Figure 1. The metal 3 layer.
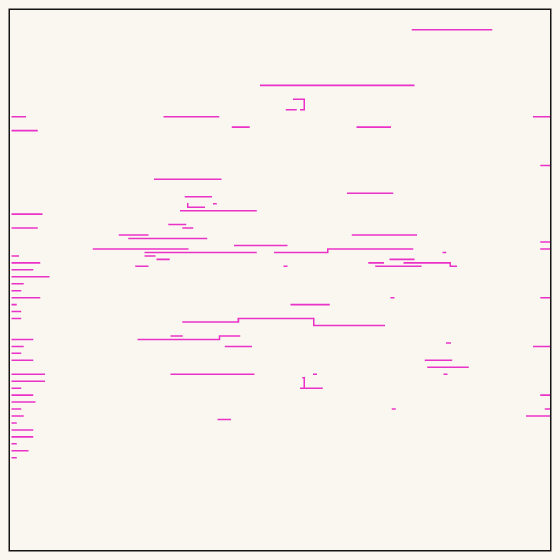
Figure 2. Metal layers overlaid.
The bar under the picture is 20 um long. Two of the layers only.
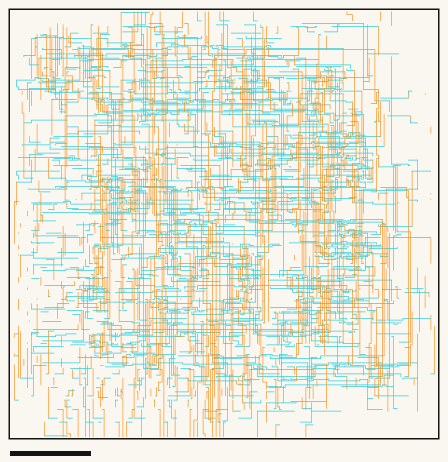
Figure 3. Power grid.
The bar under the picture is 20 um long. Pins as bars on the die edge.
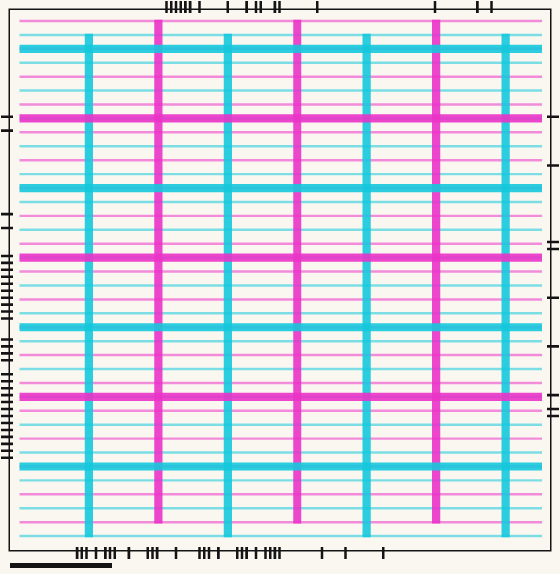
Figure 4. The metal 2 layer.
The bar under the picture is 20 um long.
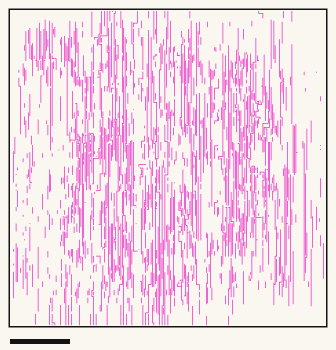
Figure 5. Clock wiring as the flow saved it.
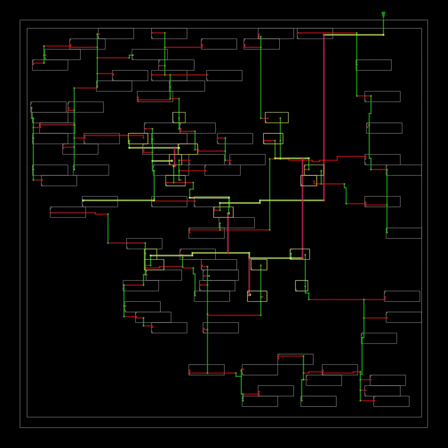
$ cat src/rtl/global_io_accum_if.sv
// Purpose : bundles the beat input side and the result output side of
//           global_io_accum into one port.
// Ports   : macout/signed_op/in_valid/in_ready carry bit-serial beats in,
//           out_data/out_valid/out_ready carry finished results out.
//           sub_mask exists only when GIO_PAIR_SUB_EN is defined.
// master = producer of beats and consumer of results; slave = the accumulator.
interface global_io_accum_if #(
  parameter int NUM_MACS      = 4,
  parameter int PSUM_WIDTH    = 12,
  parameter int GIO_OUT_WIDTH = 27
);

  logic [NUM_MACS*PSUM_WIDTH-1:0] macout;
  logic                           signed_op;
  logic                           in_valid;
  logic                           in_ready;
`ifdef GIO_PAIR_SUB_EN
  logic [NUM_MACS-1:0]            sub_mask;
`endif
  logic [GIO_OUT_WIDTH-1:0]       out_data;
  logic                           out_valid;
  logic                           out_ready;

`ifdef GIO_PAIR_SUB_EN
  modport master (
    output macout, signed_op, in_valid, sub_mask, out_ready,
    input  in_ready, out_data, out_valid
  );

  modport slave (
    input  macout, signed_op, in_valid, sub_mask, out_ready,
    output in_ready, out_data, out_valid
  );
`else
  modport master (
    output macout, signed_op, in_valid, out_ready,
    input  in_ready, out_data, out_valid
  );

  modport slave (
    input  macout, signed_op, in_valid, out_ready,
    output in_ready, out_data, out_valid
  );
`endif

endinterface

$ cat src/rtl/global_io_accum.sv
// Purpose     : sums NUM_MACS signed partial sums per beat through an adder tree and
//               shift-accumulates IN_BITS bit-serial beats (MSB first) into one result.
// Latency     : last beat accepted in cycle T -> out_valid in cycle T+2; one beat/cycle.
// Backpressure: a held result (out_valid && !out_ready) stalls the whole pipe and drops in_ready.
//
// Ports:
//   clk, rst_n  clock and asynchronous active-low reset
//   clear       synchronous flush of counter, accumulator and both valid stages
//   bus         global_io_accum_if.slave: macout/signed_op/in_valid/in_ready beats in,
//               out_data/out_valid/out_ready results out (plus sub_mask, see below)
//   busy        a vector is partially accepted or stage 1 holds a beat
//
// Optional feature: define GIO_PAIR_SUB_EN to add bus.sub_mask; psum i is negated before
// the reduction when sub_mask[i]=1. Without the macro every psum is added.
module global_io_accum #(
  parameter int NUM_MACS      = 4,
  parameter int PSUM_WIDTH    = 12,
  parameter int GIO_OUT_WIDTH = 27,
  parameter int IN_BITS       = 8
) (
  input  logic               clk,
  input  logic               rst_n,
  input  logic               clear,
  global_io_accum_if.slave   bus,
  output logic               busy
);

  // Tree sum width: each doubling of the operand count adds one bit of growth.
  localparam int SUM_W = PSUM_WIDTH + $clog2(NUM_MACS);
  localparam int CNT_W = $clog2(IN_BITS);
  // Heap-ordered tree: node n has children 2n+1 and 2n+2; leaves occupy the top
  // NUM_MACS slots, root is node 0.
  localparam int NODES = 2*NUM_MACS - 1;
  localparam logic [CNT_W-1:0] LAST_CNT = CNT_W'(IN_BITS - 1);

  // ------------------------------------------------------------------
  // Per-channel add/subtract selection
  // ------------------------------------------------------------------
  logic [NUM_MACS-1:0] sub_sel;

`ifdef GIO_PAIR_SUB_EN
  assign sub_sel = bus.sub_mask;
`else
  assign sub_sel = '0;
`endif

  // ------------------------------------------------------------------
  // Adder tree (combinational, result registered in stage 1)
  // ------------------------------------------------------------------
  logic signed [SUM_W-1:0]         tree [NODES];
  logic signed [GIO_OUT_WIDTH-1:0] beat_sum;

  always_comb begin
    for (int n = 0; n < NODES; n++) begin
      tree[n] = '0;
    end
    // Leaves: sign-extend each psum to the full tree width first so that
    // negating the most negative psum cannot overflow.
    for (int i = 0; i < NUM_MACS; i++) begin
      tree[NUM_MACS-1+i] = SUM_W'($signed(bus.macout[i*PSUM_WIDTH +: PSUM_WIDTH]));
      if (sub_sel[i]) begin
        tree[NUM_MACS-1+i] = -tree[NUM_MACS-1+i];
      end
    end
    // Inner nodes, children before parents.
    for (int n = NUM_MACS-2; n >= 0; n--) begin
      tree[n] = tree[2*n+1] + tree[2*n+2];
    end
  end

  // Signed cast keeps the sign when widening to the accumulator width.
  assign beat_sum = GIO_OUT_WIDTH'(tree[0]);

  // ------------------------------------------------------------------
  // Flow control
  // ------------------------------------------------------------------
  logic adv;
  logic first_beat;
  logic last_beat;

  // Only a result that is offered and refused stalls the pipe.
  assign adv          = !(bus.out_valid && !bus.out_ready);
  assign bus.in_ready = adv;

  // ------------------------------------------------------------------
  // Stage 1: beat counter, registered tree sum and its tags
  // ------------------------------------------------------------------
  logic [CNT_W-1:0]         cnt;
  logic                     s1_vld;
  logic                     s1_first;
  logic                     s1_last;
  logic                     s1_neg;
  logic [GIO_OUT_WIDTH-1:0] s1_sum;

  assign first_beat = (cnt == '0);
  assign last_beat  = (cnt == LAST_CNT);

  always_ff @(posedge clk or negedge rst_n) begin
    if (!rst_n) begin
      cnt      <= '0;
      s1_vld   <= 1'b0;
      s1_first <= 1'b0;
      s1_last  <= 1'b0;
      s1_neg   <= 1'b0;
      s1_sum   <= '0;
    end else if (clear) begin
      // A beat offered alongside clear is dropped: nothing below loads.
      cnt    <= '0;
      s1_vld <= 1'b0;
    end else if (adv) begin
      s1_vld <= bus.in_valid;
      if (bus.in_valid) begin
        s1_sum   <= beat_sum;
        s1_first <= first_beat;
        s1_last  <= last_beat;
        // signed_op only matters on the first beat; later beats ignore it.
        s1_neg   <= first_beat && bus.signed_op;
        cnt      <= last_beat ? '0 : cnt + CNT_W'(1);
      end
    end
  end

  // ------------------------------------------------------------------
  // Stage 2: shift-accumulate and result register
  // ------------------------------------------------------------------
  logic [GIO_OUT_WIDTH-1:0] acc;
  logic [GIO_OUT_WIDTH-1:0] acc_next;
  logic [GIO_OUT_WIDTH-1:0] out_data_q;
  logic                     out_valid_q;

  // MSB arrives first, so each earlier partial doubles as a new beat comes in.
  // The first beat restarts from zero, which lets vectors run back to back.
  // A signed vector's MSB beat carries negative weight. Wraps modulo 2^width.
  assign acc_next = (s1_first ? '0 : (acc << 1)) + (s1_neg ? -s1_sum : s1_sum);

  always_ff @(posedge clk or negedge rst_n) begin
    if (!rst_n) begin
      acc         <= '0;
      out_data_q  <= '0;
      out_valid_q <= 1'b0;
    end else if (clear) begin
      acc         <= '0;
      out_valid_q <= 1'b0;
    end else if (adv) begin
      if (s1_vld) begin
        acc <= acc_next;
      end
      // With adv high any offered result is being taken this cycle, so
      // out_valid either drops or is immediately refilled by a new result.
      out_valid_q <= s1_vld && s1_last;
      if (s1_vld && s1_last) begin
        out_data_q <= acc_next;
      end
    end
  end

  assign bus.out_data  = out_data_q;
  assign bus.out_valid = out_valid_q;

  assign busy = (cnt != '0) || s1_vld;

endmodule

$ cat src/flat_wrapper.sv
// flat-port wrapper written by rule: the top's interface ports become plain ports
module global_io_accum_flat 
#(
  parameter int NUM_MACS      = 4,
  parameter int PSUM_WIDTH    = 12,
  parameter int GIO_OUT_WIDTH = 27,
  parameter int IN_BITS       = 8
)
  (clk, rst_n, clear, busy, bus_macout, bus_signed_op, bus_in_valid, bus_out_ready, bus_in_ready, bus_out_data, bus_out_valid);
  global_io_accum_if #(.NUM_MACS(NUM_MACS), .PSUM_WIDTH(PSUM_WIDTH), .GIO_OUT_WIDTH(GIO_OUT_WIDTH)) bus_i ();
  input  logic clk;
  input  logic rst_n;
  input  logic clear;
  output logic busy;
  input wire logic [$bits(bus_i.macout)-1:0] bus_macout;
  input wire logic [$bits(bus_i.signed_op)-1:0] bus_signed_op;
  input wire logic [$bits(bus_i.in_valid)-1:0] bus_in_valid;
  input wire logic [$bits(bus_i.out_ready)-1:0] bus_out_ready;
  output wire logic [$bits(bus_i.in_ready)-1:0] bus_in_ready;
  output wire logic [$bits(bus_i.out_data)-1:0] bus_out_data;
  output wire logic [$bits(bus_i.out_valid)-1:0] bus_out_valid;
  assign bus_i.macout = bus_macout;
  assign bus_i.signed_op = bus_signed_op;
  assign bus_i.in_valid = bus_in_valid;
  assign bus_i.out_ready = bus_out_ready;
  assign bus_in_ready = bus_i.in_ready;
  assign bus_out_data = bus_i.out_data;
  assign bus_out_valid = bus_i.out_valid;
  global_io_accum #(.NUM_MACS(NUM_MACS), .PSUM_WIDTH(PSUM_WIDTH), .GIO_OUT_WIDTH(GIO_OUT_WIDTH), .IN_BITS(IN_BITS)) u_core (.clk(clk), .rst_n(rst_n), .clear(clear), .bus(bus_i), .busy(busy));
endmodule
$ cat config.mk
export PLATFORM = sky130hd
export DESIGN_NAME = global_io_accum_flat
export DESIGN_NICKNAME = d
export VERILOG_FILES = /design/src/rtl/global_io_accum_if.sv /design/src/rtl/global_io_accum.sv /design/src/flat_wrapper.sv
export SDC_FILE = /design/constraint.sdc
export NUM_CORES = 1
export LEC_CHECK = 0
export CAP_MARGIN = 20
export CORE_MARGIN = 1.5
export CORE_UTILIZATION = 55
export DETAILED_ROUTE_END_ITERATION = 8
export GPL_TIMING_DRIVEN = 0
export PLACE_DENSITY = 0.81
export SYNTH_ARGS = -nofsm -noshare
export SYNTH_HDL_FRONTEND = slang
export SYNTH_SLANG_ARGS = --single-unit
$ cat constraint.sdc
create_clock -name clk -period 9.2 [get_ports clk]
set_clock_uncertainty 0.05 [all_clocks]
set_input_delay 1.38 -clock clk [delete_from_list [all_inputs] [get_ports clk]]
set_output_delay 1.38 -clock clk [all_outputs]
set_load 0.005 [all_outputs]
==> design notes <==
Share of flip-flops with an asynchronous set or reset after synthesis: 100.0%. There are 75 flip-flops and latches. The congestion estimate from routability-driven global placement came to 0.8850. The dominant combinational cell family by area after synthesis was AND-OR/OR-AND gates. For this run, the post-layout net count is 820. The worst setup path is captured at a flip-flop. By startpoint and endpoint, the worst setup path is classified as input pin to flip-flop. The I/O pin count came out at 84. Counting pins that exceed their max-slew limit in the final report gives 0. In this run the vertical extent of the chip is 105.5 um. With the required time reported for the critical path endpoint at 9380 ps, the proportion of layout cells with a drive suffix above 1 is 8.677%. The run gives 435 uW for the power dissipated in sequential cells. The most frequent logic cell in the layout is sky130_fd_sc_hd__clkdlybuf4s50_1. For the reported max-cap violation count, the log shows 0. The number of instances in the synthesized netlist is 604. After synthesis, the most frequently instantiated cells are 75 x sky130_fd_sc_hd__dfrtp_1, 58 x sky130_fd_sc_hd__nand2_1, 46 x sky130_fd_sc_hd__inv_1, 45 x sky130_fd_sc_hd__o21ai_0, 42 x sky130_fd_sc_hd__ha_1. The maximum number of pins on one net before global-route repair was 49; the final cell count without fillers was 839. At the floorplan stage, the core utilization is reported as 56.23%. The post-synthesis register bit count is 75.

The run finished with clean final reports. The tools report the initial antenna violation count as 0. The script computed the net switching share of total power as 45.32%.

For this block, the routed nets add up to 13.71 mm of wire. The clock buffers instantiated in the layout total 9. Summing the areas of all compound-gate instances in the mapped netlist gives 19.03% of the synthesized area. STA classifies the critical path startpoint as an input pin.

The run gives 49.38% for the fraction of the cycle the final worst path needs. The maximum vdd ir drop came out at 0.1004 mV. The clock network is responsible for 17.5% of the overall power. Per the post-CTS timing run, clock transition at the registers of the reported paths is 90 ps. The number of cells reported by Yosys stat comes to 604. Leaving out buffers and inverters, the combinational logic in the layout accounts for 0.003591 mm^2. For the flip-flop and latch area, the log shows 0.001877 mm^2.
About Figure 1:
72 nets have wire on it. The layer holds 3.7% of the routed length. The layer carries 501 um of wire.

About Figure 2:
met2: marked orange, wire length 6,840 um. met1: marked cyan, wire length 6,190 um.

About Figure 3:
VDD: marked magenta. VSS: marked cyan.
The core has 37 rows. 7 straps on met5. 84 signal pins sit on the boundary.

About Figure 4:
The wires run mostly vertical. The layer carries 6,840 um of wire. The layer holds 50% of the routed length. The longest straight run is 45.9 um. 724 nets have wire on it.

About Figure 5:
total clock buffers created by CTS: 9
P_clk: 263 uW
clock sink total: 75

[worst max-delay path: stages]
cell	delay, ps
sky130_fd_sc_hd__clkdlybuf4s50_1	470
sky130_fd_sc_hd__inv_1	60
sky130_fd_sc_hd__fa_1	550
sky130_fd_sc_hd__fa_1	420
sky130_fd_sc_hd__inv_1	70
sky130_fd_sc_hd__ha_1	180
sky130_fd_sc_hd__inv_1	60
sky130_fd_sc_hd__fa_1	380
sky130_fd_sc_hd__nand2b_1	180
sky130_fd_sc_hd__a21oi_1	250
sky130_fd_sc_hd__o21a_1	200
sky130_fd_sc_hd__a21o_1	130
sky130_fd_sc_hd__a21oi_1	70
sky130_fd_sc_hd__xnor2_1	220
sky130_fd_sc_hd__o21ai_0	110
[metal layers]
metal	global-route usage [%]	vias to the layer above	part of all wire, %
li1	-	2302	-
met1	34.93	2342	45
met2	44.40	126	50
met3	2.907	18	3.6
met4	7.046	0	1.3
met5	0	-	0
[through the flow]
step	hold slack [ps]	total power, uW	util [%]	instance area [um^2]	setup slack [ps]
CTS	433.3	1506	68.04	6993	4671
finish	431.5	1508	68.04	6993	4657
global placement	407.5	1215	65.88	6770	4183
global route	471.4	1621	68.04	6993	4474
floorplan	392.2	1027	-	5779	5106
detailed placement	413.4	1236	66.12	6795	4287
[final timing paths]
path                                  start                 endpoint  slack, ps  depth (start not counted)
setup / recovery              bus_macout[1]        u_core.s1_sum[13]       4660                         15
hold / removal               u_core.acc[15]           u_core.acc[15]        430                          2
setup reg to reg           u_core.s1_sum[3]  u_core.bus.out_data[23]       5060                         16
hold reg to reg              u_core.acc[15]           u_core.acc[15]        430                          2
max in group asynchronous             rst_n            u_core.acc[4]       7660                          2
min in group asynchronous             rst_n  u_core.bus.out_data[11]        870                          1
Power is estimated from default activity; no workload was simulated.
